==> src/rtl/sipo_deserializer.sv <==
// Serial-in/parallel-out deserializer: packs WIDTH qualified serial bits into a
// word and holds it on a valid/ready port, flagging words lost to back-pressure.
module sipo_deserializer #(
    parameter int WIDTH     = 8,
    parameter bit MSB_FIRST = 1'b1
) (
    input  logic                     clk,
    input  logic                     rst,
    input  logic                     din,
    input  logic                     din_valid,
    input  logic                     clear,
    output logic [WIDTH-1:0]         dout,
    output logic                     dout_valid,
    input  logic                     dout_ready,
    output logic [$clog2(WIDTH)-1:0] bit_cnt,
    output logic                     overrun
);

    localparam int            CW   = $clog2(WIDTH);
    localparam logic [CW-1:0] LAST = CW'(WIDTH - 1);

    typedef enum logic {
        EMPTY = 1'b0,
        FULL  = 1'b1
    } state_t;

    state_t           state;
    logic [WIDTH-1:0] sr;
    logic [WIDTH-1:0] sr_next;
    logic             word_done;
    logic             accept;

    always_comb begin
        sr_next = sr;
        if (MSB_FIRST)
            sr_next = {sr[WIDTH-2:0], din};
        else
            sr_next = {din, sr[WIDTH-1:1]};
    end

    // A bit arriving with clear is discarded, so it can never complete a word.
    assign word_done  = din_valid && !clear && (bit_cnt == LAST);
    assign accept     = (state == FULL) && dout_ready;
    assign dout_valid = (state == FULL);

    // NOTE: asynchronous active-low reset sits in the sensitivity list so state
    // clears the moment rst falls, not at the next clock edge.
    always_ff @(posedge clk or negedge rst) begin
        if (!rst) begin
            state   <= EMPTY;
            sr      <= '0;
            bit_cnt <= '0;
            dout    <= '0;
            overrun <= 1'b0;
        end else begin
            // NOTE: non-blocking assignments make every branch below see the
            // pre-edge values, so word_done and accept are evaluated consistently.
            if (clear) begin
                sr      <= '0;
                bit_cnt <= '0;
                overrun <= 1'b0;
            end else if (din_valid) begin
                sr      <= sr_next;
                bit_cnt <= (bit_cnt >= LAST) ? '0 : bit_cnt + CW'(1);
            end

            case (state)
                EMPTY: begin
                    if (word_done) begin
                        dout  <= sr_next;
                        state <= FULL;
                    end
                end
                FULL: begin
                    if (word_done && accept) begin
                        dout <= sr_next;
                    end else if (word_done) begin
                        overrun <= 1'b1;
                    end else if (accept) begin
                        state <= EMPTY;
                    end
                end
                default: state <= EMPTY;
            endcase
        end
    end

endmodule
==> config.mk <==
export PLATFORM = sky130hd
export DESIGN_NAME = sipo_deserializer
export DESIGN_NICKNAME = d
export VERILOG_FILES = /design/src/rtl/sipo_deserializer.sv
export SDC_FILE = /design/constraint.sdc
export NUM_CORES = 1
export LEC_CHECK = 0
export ABC_AREA = 0
export CAP_MARGIN = 40
export CORE_ASPECT_RATIO = 1.1
export CORE_UTILIZATION = 54
export CTS_BUF_LIST = sky130_fd_sc_hd__clkbuf_8
export DETAILED_ROUTE_END_ITERATION = 7
export PLACE_DENSITY_LB_ADDON = 0.15
export SLEW_MARGIN = 10
export SYNTH_ARGS = -nofsm -noshare
export SYNTH_HDL_FRONTEND = slang
export SYNTH_SLANG_ARGS = --single-unit
==> constraint.sdc <==
create_clock -name clk -period 5.4 [get_ports clk]
set_clock_uncertainty 0.15 [all_clocks]
set_input_delay 0.54 -clock clk [delete_from_list [all_inputs] [get_ports clk]]
set_output_delay 0.54 -clock clk [all_outputs]
set_load 0.05 [all_outputs]
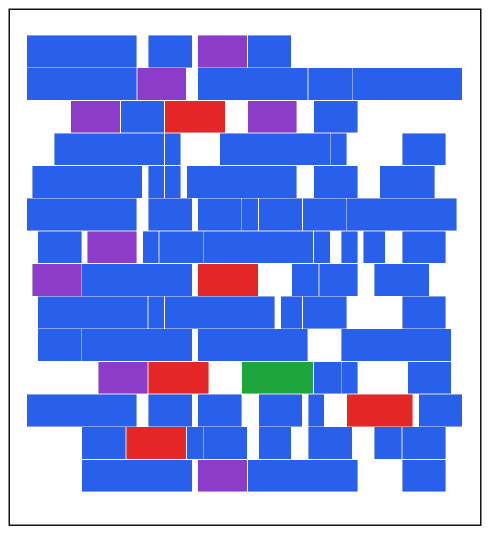
(sizing map)
Scale: 12 px per um.
| size | colour | cells | share |
|---|---|---|---|
| drive 3 to 4 | green | 1 | 1.2% |
| drive 6 and up | red | 5 | 6.1% |
| drive 1 or less | blue | 68 | 83% |
| drive 2 | purple | 8 | 9.8% |
Non-Clock Buffer Count: 19
setup slack after layout: 3.04 ns

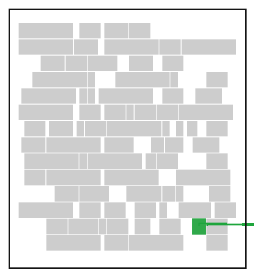
(wires at chosen ports, followed through buffers)
Scale: 6 px per um.
| port | colour | direction | end cells | buffers | wire |
|---|---|---|---|---|---|
| `dout_ready` | green | input | 1 | 1 | 11.0 um |
port bufs: 18
Ports: 19

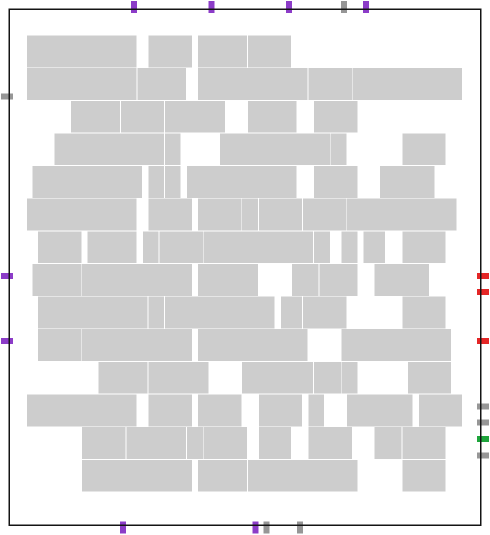
(I/O pins on the die edge)
Scale: 12 px per um. Pins as bars across the die edge, other pins in grey.
| port | colour | pins | direction | edge |
|---|---|---|---|---|
| `dout_ready` | green | 1 | input | east |
| `bit_cnt` | red | 3 | output | east |
| `dout` | purple | 8 | output | 4 north, 2 west, 2 south |
DIE WIDTH: 39.2 um
Die H: 42.9 um

==> routing by layer <==
layer	share of wire	routed length (um)	global-route usage	up-vias
li1	-	-	-	252
met1	0.47	661	0.302	240
met2	0.46	640	0.317	15
met3	0.044	62	0.0471	4
met4	0.024	34	0.124	0
met5	0	0	0	-
==> cells in the final DEF (no fill, tap or decap) <==
cell,Yosys,layout
nand2b_1,1,1
nand3_1,1,1
clkbuf_8,0,4
mux2i_1,9,9
a21oi_1,1,1
clkdlybuf4s50_1,0,18
nand2_1,1,1
nor3_4,1,1
o21bai_1,1,1
a31oi_1,1,1
nor2b_1,1,1
mux2_2,8,8
buf_8,0,1
nor2_1,11,11
nand4b_1,1,1
ha_1,2,2
dfrtp_1,20,20
==> state kept, by name (all words and copies together) (netlist names) <==
name        flops
dout_valid      1
sr              7
dout            8
overrun         1
bit_cnt         3
==> how the worst min path moves through the flow <==
| stage | from | to | slack (ns) | cells after the start |
|---|---|---|---|---|
| finish | overrun$_DFF_PN0_ | overrun$_DFF_PN0_ | 0.35 | 2 |
| global route | dout[2]$_DFFE_PN0P_ | dout[2]$_DFFE_PN0P_ | 0.37 | 1 |
| CTS | overrun$_DFF_PN0_ | overrun$_DFF_PN0_ | 0.36 | 2 |
| detailed placement | overrun$_DFF_PN0_ | overrun$_DFF_PN0_ | 0.34 | 2 |
| global placement | overrun$_DFF_PN0_ | overrun$_DFF_PN0_ | 0.33 | 2 |
| floorplan | rst | bit_cnt[0]$_DFFE_PN0P_ | 0.09 | 0 |
==> area by class of cell <==
type                            instances  area (sq um)
Multi-Input combinational cell         39           312
Sequential cell                        20           500
Tap cell                               16          20.0
Fill cell                              89           302
Clock buffer                            4          55.1
Timing Repair Buffer                   19           195
==> CHANGELOG.md <==
## Implementation

* FF-to-FF path depth at 5
* Worst hold path class: reg -> reg
* Combinational Power Share at 0.085
* Max Root-Sink Buffers at 2
* P per Cell Area at 268 nW/um^2
* Area added between synthesis and finish at 31.9%
* Max power group: registers
* Adder Share, Synth at 0.0305
* Yosys top cell by area: dfrtp_1
* R2R Setup Slk at 3.48 ns
* Initial antenna violation count at 0
* Fin. Hold Viols at 0
* Clock Tree Root: clkbuf_8
* Max Slew Vio Count at 0
* Min Clock Period, post-route at 2.36 ns
* Avg Inst Size Synth at about 13 sq um
* Synth Instances at 61
* HPWL after DPL at 926 um
* Dpl cells at 94
* NumNets Final at roughly 91
* Status: finished clean
* Crit path max fanout at 13
* Hold_ws at 0.353 ns
* Clock Latency Late Sink at 0.26 ns
* Synth Warn # at 0
* Slowest cell on crit path: clkdlybuf4s50_1
* Yosys top cell area share at 0.610
* CTS sink count at 20
* Crit. End Element: register
* Tool Warnings at 26
* CTS tree: done
* MaxCap Viol Count at 0
* Number of enable flip-flop cells at 0
* Sequential-to-total area share from yosys stat at 0.610
* Post-CTS Setup Inserts at 0
* Fin cells at 98
* MUX area fraction at 0.220
* Iter 0 DRT Violations at 7
* Top FF cell, synth: dfrtp_1
* Clock Power Share at 0.383
* Number of nets with antenna violations after detailed routing at 0
* Combinational logic power at around 0.000025 W
* Layout cells sized above 1 at 0.171
* Row Count at 14
* Yosys reg bits at 20
* Startpoint Class: input port
* Leading cell types by count after synthesis: 20 x dfrtp_1, 11 x nor2_1, 9 x mux2i_1
Power figures rest on the tool's default switching activity, not on a simulated workload.
